Fig. 1: cells by drive strength
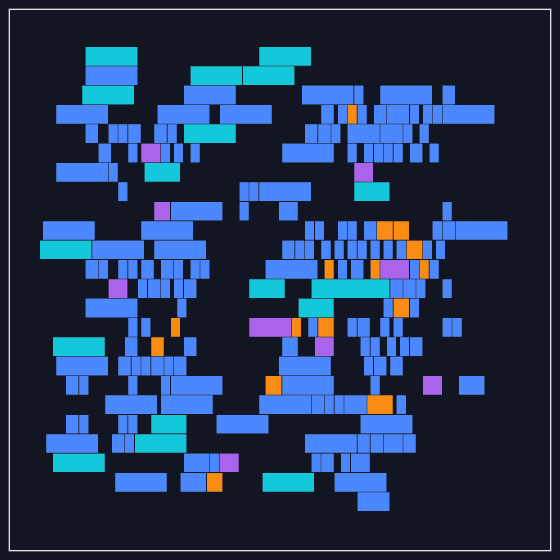
Fig. 2: clock distribution
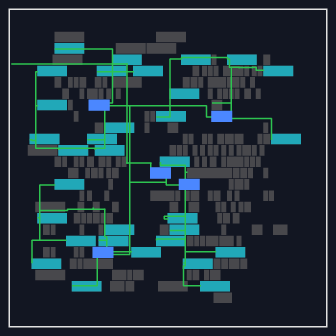
Fig. 3: signal wires on met3
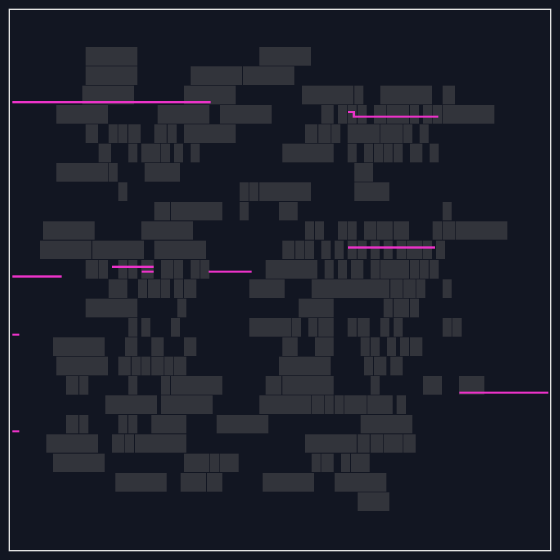
Fig. 4: track usage over the die
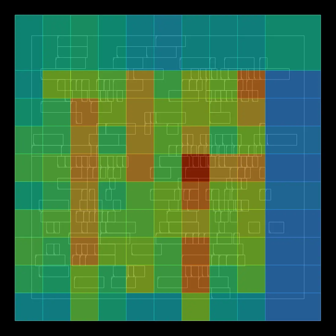
Fig. 5: selected gate families
The bar under the picture is 20 um long.
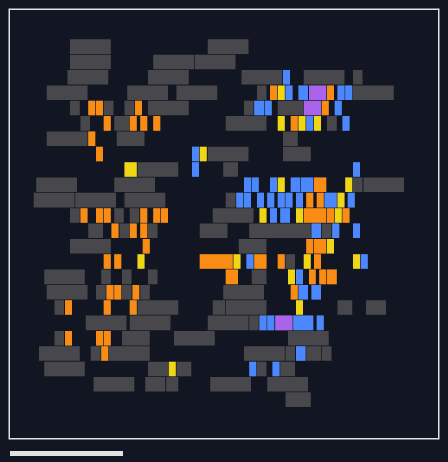
`config.mk`:
```
export PLATFORM = sky130hd
export DESIGN_NAME = uart_rx
export DESIGN_NICKNAME = d
export VERILOG_FILES = /design/src/rtl/uart_rx.sv
export SDC_FILE = /design/constraint.sdc
export NUM_CORES = 1
export LEC_CHECK = 0
export ABC_AREA = 1
export CELL_PAD_IN_SITES_DETAIL_PLACEMENT = 0
export CELL_PAD_IN_SITES_GLOBAL_PLACEMENT = 1
export CORE_MARGIN = 4
export CORE_UTILIZATION = 30
export CTS_CLUSTER_DIAMETER = 60
export DETAILED_ROUTE_END_ITERATION = 10
export PLACE_DENSITY_LB_ADDON = 0.08
export SYNTH_ARGS = -nofsm -noshare
export SYNTH_HDL_FRONTEND = slang
export SYNTH_SLANG_ARGS = --single-unit
```
`constraint.sdc`:
```
create_clock -name clk -period 2.05 [get_ports clk]
set_input_delay 0.615 -clock clk [delete_from_list [all_inputs] [get_ports clk]]
set_output_delay 0.615 -clock clk [all_outputs]
set_load 0.1 [all_outputs]
```
`src/rtl/uart_rx.sv`:
```
// uart_rx
//   8N1 UART receiver. It is clocked by clk and advances its bit timing only
//   on baudEn strobes, which arrive at OVERSAMPLE times the bit rate. rxd is
//   synchronised, the start bit is confirmed at its centre, and the data and
//   stop bits are sampled at their centres.
//
// Ports
//   clk        in   system clock
//   rst        in   synchronous, active-high reset
//   baudEn     in   one-clk strobe at OVERSAMPLE x bit rate
//   rxd        in   asynchronous serial input, idle high
//   rxData     out  last good byte (held until the next good frame)
//   rxValid    out  one-clk pulse when rxData is updated
//   rxFrameErr out  one-clk pulse when the stop bit is sampled low
//   rxBusy     out  high whenever the receiver is not idle
module uart_rx #(
  parameter int DATA_BITS  = 8,
  parameter int OVERSAMPLE = 16
) (
  input  logic                 clk,
  input  logic                 rst,
  input  logic                 baudEn,
  input  logic                 rxd,
  output logic [DATA_BITS-1:0] rxData,
  output logic                 rxValid,
  output logic                 rxFrameErr,
  output logic                 rxBusy
);

  localparam int TICK_W = $clog2(OVERSAMPLE);
  localparam int BIT_W  = $clog2(DATA_BITS + 1);

  localparam logic [TICK_W-1:0] TICK_MID  = TICK_W'((OVERSAMPLE / 32'sd2) - 32'sd1);
  localparam logic [TICK_W-1:0] TICK_LAST = TICK_W'(OVERSAMPLE - 32'sd1);
  localparam logic [TICK_W-1:0] TICK_ONE  = TICK_W'(32'sd1);
  localparam logic [BIT_W-1:0]  BIT_LAST  = BIT_W'(DATA_BITS - 32'sd1);
  localparam logic [BIT_W-1:0]  BIT_ONE   = BIT_W'(32'sd1);

  typedef enum logic [2:0] {
    IDLE  = 3'd0,
    START = 3'd1,
    DATA  = 3'd2,
    STOP  = 3'd3,
    BREAK = 3'd4
  } state_t;

  state_t                 state_r;
  state_t                 state_nxt_s;
  logic                   rx_meta_r;
  logic                   rxs_r;
  logic [TICK_W-1:0]      tick_r;
  logic [TICK_W-1:0]      tick_nxt_s;
  logic [BIT_W-1:0]       bit_r;
  logic [BIT_W-1:0]       bit_nxt_s;
  logic [DATA_BITS-1:0]   shift_r;
  logic [DATA_BITS-1:0]   shift_nxt_s;
  logic [DATA_BITS-1:0]   data_nxt_s;
  logic                   valid_nxt_s;
  logic                   ferr_nxt_s;

  // Two-flop synchroniser for the asynchronous pin; resets to the idle level.
  always_ff @(posedge clk) begin
    if (rst) begin
      rx_meta_r <= 1'b1;
      rxs_r     <= 1'b1;
    end else begin
      rx_meta_r <= rxd;
      rxs_r     <= rx_meta_r;
    end
  end

  // State register.
  always_ff @(posedge clk) begin
    if (rst) begin
      state_r <= IDLE;
    end else begin
      state_r <= state_nxt_s;
    end
  end

  // Next-state logic; nothing moves on cycles without a baud tick.
  always_comb begin
    state_nxt_s = state_r;
    if (baudEn) begin
      case (state_r)
        IDLE: begin
          if (!rxs_r) state_nxt_s = START;
          else        state_nxt_s = IDLE;
        end
        START: begin
          // Mid-start check: a high line here was only a glitch.
          if (tick_r == TICK_MID) state_nxt_s = rxs_r ? IDLE : DATA;
          else                    state_nxt_s = START;
        end
        DATA: begin
          if ((tick_r == TICK_LAST) && (bit_r == BIT_LAST)) state_nxt_s = STOP;
          else                                              state_nxt_s = DATA;
        end
        STOP: begin
          if (tick_r == TICK_LAST) state_nxt_s = rxs_r ? IDLE : BREAK;
          else                     state_nxt_s = STOP;
        end
        BREAK: begin
          // A line held low after a bad stop must return high before a new frame.
          if (rxs_r) state_nxt_s = IDLE;
          else       state_nxt_s = BREAK;
        end
        default: state_nxt_s = IDLE;
      endcase
    end else begin
      state_nxt_s = state_r;
    end
  end

  // Output/datapath logic: counters, shift register and the strobes.
  always_comb begin
    tick_nxt_s  = tick_r;
    bit_nxt_s   = bit_r;
    shift_nxt_s = shift_r;
    data_nxt_s  = rxData;
    valid_nxt_s = 1'b0;
    ferr_nxt_s  = 1'b0;
    if (baudEn) begin
      case (state_r)
        IDLE: begin
          tick_nxt_s = '0;
          bit_nxt_s  = '0;
        end
        START: begin
          if (tick_r == TICK_MID) begin
            tick_nxt_s = '0;
            bit_nxt_s  = '0;
          end else begin
            tick_nxt_s = tick_r + TICK_ONE;
          end
        end
        DATA: begin
          if (tick_r == TICK_LAST) begin
            // LSB arrives first, so new bits enter at the top and move down.
            shift_nxt_s                = shift_r >> 1;
            shift_nxt_s[DATA_BITS-1]   = rxs_r;
            tick_nxt_s                 = '0;
            bit_nxt_s                  = bit_r + BIT_ONE;
          end else begin
            tick_nxt_s = tick_r + TICK_ONE;
          end
        end
        STOP: begin
          if (tick_r == TICK_LAST) begin
            tick_nxt_s = '0;
            if (rxs_r) begin
              data_nxt_s  = shift_r;
              valid_nxt_s = 1'b1;
            end else begin
              ferr_nxt_s  = 1'b1;
            end
          end else begin
            tick_nxt_s = tick_r + TICK_ONE;
          end
        end
        BREAK: begin
          tick_nxt_s = '0;
        end
        default: begin
          tick_nxt_s = '0;
          bit_nxt_s  = '0;
        end
      endcase
    end else begin
      tick_nxt_s = tick_r;
    end
  end

  // Datapath and output registers; busy tracks the state being entered so it
  // drops in the same clk that rxValid rises.
  always_ff @(posedge clk) begin
    if (rst) begin
      tick_r     <= '0;
      bit_r      <= '0;
      shift_r    <= '0;
      rxData     <= '0;
      rxValid    <= 1'b0;
      rxFrameErr <= 1'b0;
      rxBusy     <= 1'b0;
    end else begin
      tick_r     <= tick_nxt_s;
      bit_r      <= bit_nxt_s;
      shift_r    <= shift_nxt_s;
      rxData     <= data_nxt_s;
      rxValid    <= valid_nxt_s;
      rxFrameErr <= ferr_nxt_s;
      rxBusy     <= (state_nxt_s != IDLE);
    end
  end

endmodule

```
==> run notes <==
The final critical-path share of the clock period is 0.845, and the routed via count divided by cell count is 4.55. The finished design was reported to have a net count of 219. The number of failing hold endpoints at the final stage was 0.

In the per-layer breakdown of the detailed-route log, met1 shows 1.38 mm. The count of instantiated cells in the yosys netlist is 190, and the number of OpenROAD warnings is 26. Per the detail_route report, the via count comes to 1,211. The prevailing post-synth register cell was sky130_fd_sc_hd__dfxtp_1. The highest net fanout along the worst path is 4. The worst path in the final design needs a cycle of 1.73 ns, including I/O delays and setup. The worst VDD IR drop from the latest analysis is 0.000393 V. The tools report the length of the first detailed-routing pass in iterations as 4. The cell type with the largest total area was sky130_fd_sc_hd__dfxtp_1. The run finished with clean final reports.

No sink is reached through more buffers than the 2 on the longest clock path. The total placed instance area is 1720 um2, and the met2 routed wirelength is 1.41 mm. When the netlist entered floorplanning its net count stood at 196. In this run the layout overhead on the synthesized area is reported as 32.2%. The worst clock skew is 0.00367 ns, and the post-synthesis sequential area ratio is 0.464. The CTS report gives the tree buffer count as 5. The final report lists the setup-violating endpoint count as 0. Summing every instance area after synthesis gives 1380 um2. In this run the critical path is formed by clkdlybuf4s50_1, inv_1, nor2_2, inv_2, nor3_4, buf_4, o21ai_0, nor2_1.

In the post-route analysis, the smallest setup slack over all paths is 0.317 ns. The setup slack of the worst register-to-register path was 0.46 ns; the number of buffers added on ports was 14. The violation count after the first detailed-route iteration is 88. According to the I/O placement log, the pin count is 15. Entering global routing, the biggest net connects 18 pins. Post-detailed-placement half-perimeter wirelength: 2.16 mm. Broken down by cell family, the worst path's largest delay share belongs to buffers and inverters.

The post-CTS setup-driven buffer insertion count is 0. The routed wire length on met3 was 85 um; the power per standard cell area was 701 nW/um2. The initial standard-cell utilization of the core was 0.313.

The global-route wire length before repair came out at 5.07 mm.
## Picture notes: Fig. 1
Key: orange = x2 [cells 15, share 7.0%]; cyan = x6 and larger [cells 17, share 7.9%]; blue = x1 and smaller [cells 173, share 81%]; purple = x3 and x4 [cells 9, share 4.2%]

## Picture notes: Fig. 2
Key: cyan = flip-flops [count 32]; green = clock wires [length 467 um]; blue = clock-net drivers [count 5]
There are 6 routed clock nets.

## Picture notes: Fig. 3
The wires run mostly horizontal. 9 nets have wire on it. The layer carries 85.6 um of wire.

## Picture notes: Fig. 4
total routing usage reported by global routing: 0.120
Avg WL per Cell: 10.9 um
final standard cell utilization of the core: 0.414
global routing met1 resource utilization: 0.136
most heavily used metal layer in global routing: met2

## Picture notes: Fig. 5
Key: purple = xor and xnor cells [cells 3, most used xnor2_1]; yellow = inv cells [cells 20, most used inv_1]; blue = nand cells [cells 44, most used nand2_1]; orange = nor cells [cells 52, most used nor2_1]
most instantiated logic cell after routing: sky130_fd_sc_hd__nor2_1
count of non-filler cells in the finished layout: 266

worst register-to-register path, delay by kind of cell, from the launching register on:
family / cells / cell delay, ns
AND-OR/OR-AND: 1 / 0.06
adder cells (fa/ha/maj): 1 / 0.23
AND/OR/NAND/NOR: 4 / 0.62
flip-flops: 1 / 0.37
buffers and inverters: 2 / 0.24
flip-flops by register name, indices dropped and copies added (netlist names):
name / flops
rxs_r: 1
rxFrameErr: 1
shift_r: 8
rxBusy: 1
rxData: 8
rxValid: 1
rx_meta_r: 1
bit_r: 4
state_r: 3
tick_r: 4
kinds of logic after synthesis:
family          count (synthesis)  share of synthesized area
buf+inv                        23                     0.0697
xor+xnor                        3                     0.0190
fa+ha+maj                       2                     0.0181
compound gates                 32                      0.121
simple gates                   98                      0.308
flops                          32                      0.464
cell type report:
cell class / instances / area, um2
multi-input combinational: 135 / 644
clock inverter: 3 / 42.5
tap: 52 / 65.1
fill: 448 / 2590
clock buffer: 5 / 68.8
sequential: 32 / 641
inverter: 20 / 77.6
timing repair buffer: 19 / 288
cell usage in the layout (no fill, tap or decap), drive strengths merged, types with 2 or more instances in the layout:
cell type,instances
clkbuf,5
inv,20
xnor2,2
nand2,35
nand3,9
clkdlybuf4s50,3
nor3,2
buf,16
or2,2
o21ai,18
dfxtp,32
a21oi,11
ha,2
nor2,49
per-layer routing:
metal  vias to the layer above  track usage
met5                         -            0
met1                       547        0.136
met2                        15        0.194
met3                         2       0.0488
met4                         0       0.0583
li1                        647            -
final timing paths:
path                                          endpoint  cells after the start                   start
worst max-delay path            rxData[4]$_SDFFE_PP0P_                      8                  baudEn
worst min register to register        rxs_r$_SDFF_PP1_                      1    rx_meta_r$_SDFF_PP1_
worst max register to register  rxData[4]$_SDFFE_PP0P_                      8  tick_r[0]$_SDFFE_PP0P_
worst min-delay path                  rxs_r$_SDFF_PP1_                      1    rx_meta_r$_SDFF_PP1_
through the flow:
stage | hold WS [ns] | power [W] | utilization | instances
after global routing | 0.438 | 0.00134 | 0.414 | 266
after global placement | 0.408 | 0.000699 | 0.389 | 258
after floorplan | 0.389 | 0.000677 | - | 190
after detailed placement | 0.403 | 0.000698 | 0.389 | 258
final | 0.415 | 0.00128 | 0.414 | 266
after CTS | 0.424 | 0.00131 | 0.414 | 266
power breakdown:
part / total (W) / switching (W) / leakage [nW] / internal (W)
combinational: 0.0000556 / 0.0000347 / 0.481 / 0.0000209
clock: 0.000598 / 0.000238 / 0.0541 / 0.000359
sequential: 0.000628 / 0.00000301 / 0.258 / 0.000625
total: 0.00128 / 0.000276 / 0.793 / 0.00101
Power is estimated from default activity; no workload was simulated.
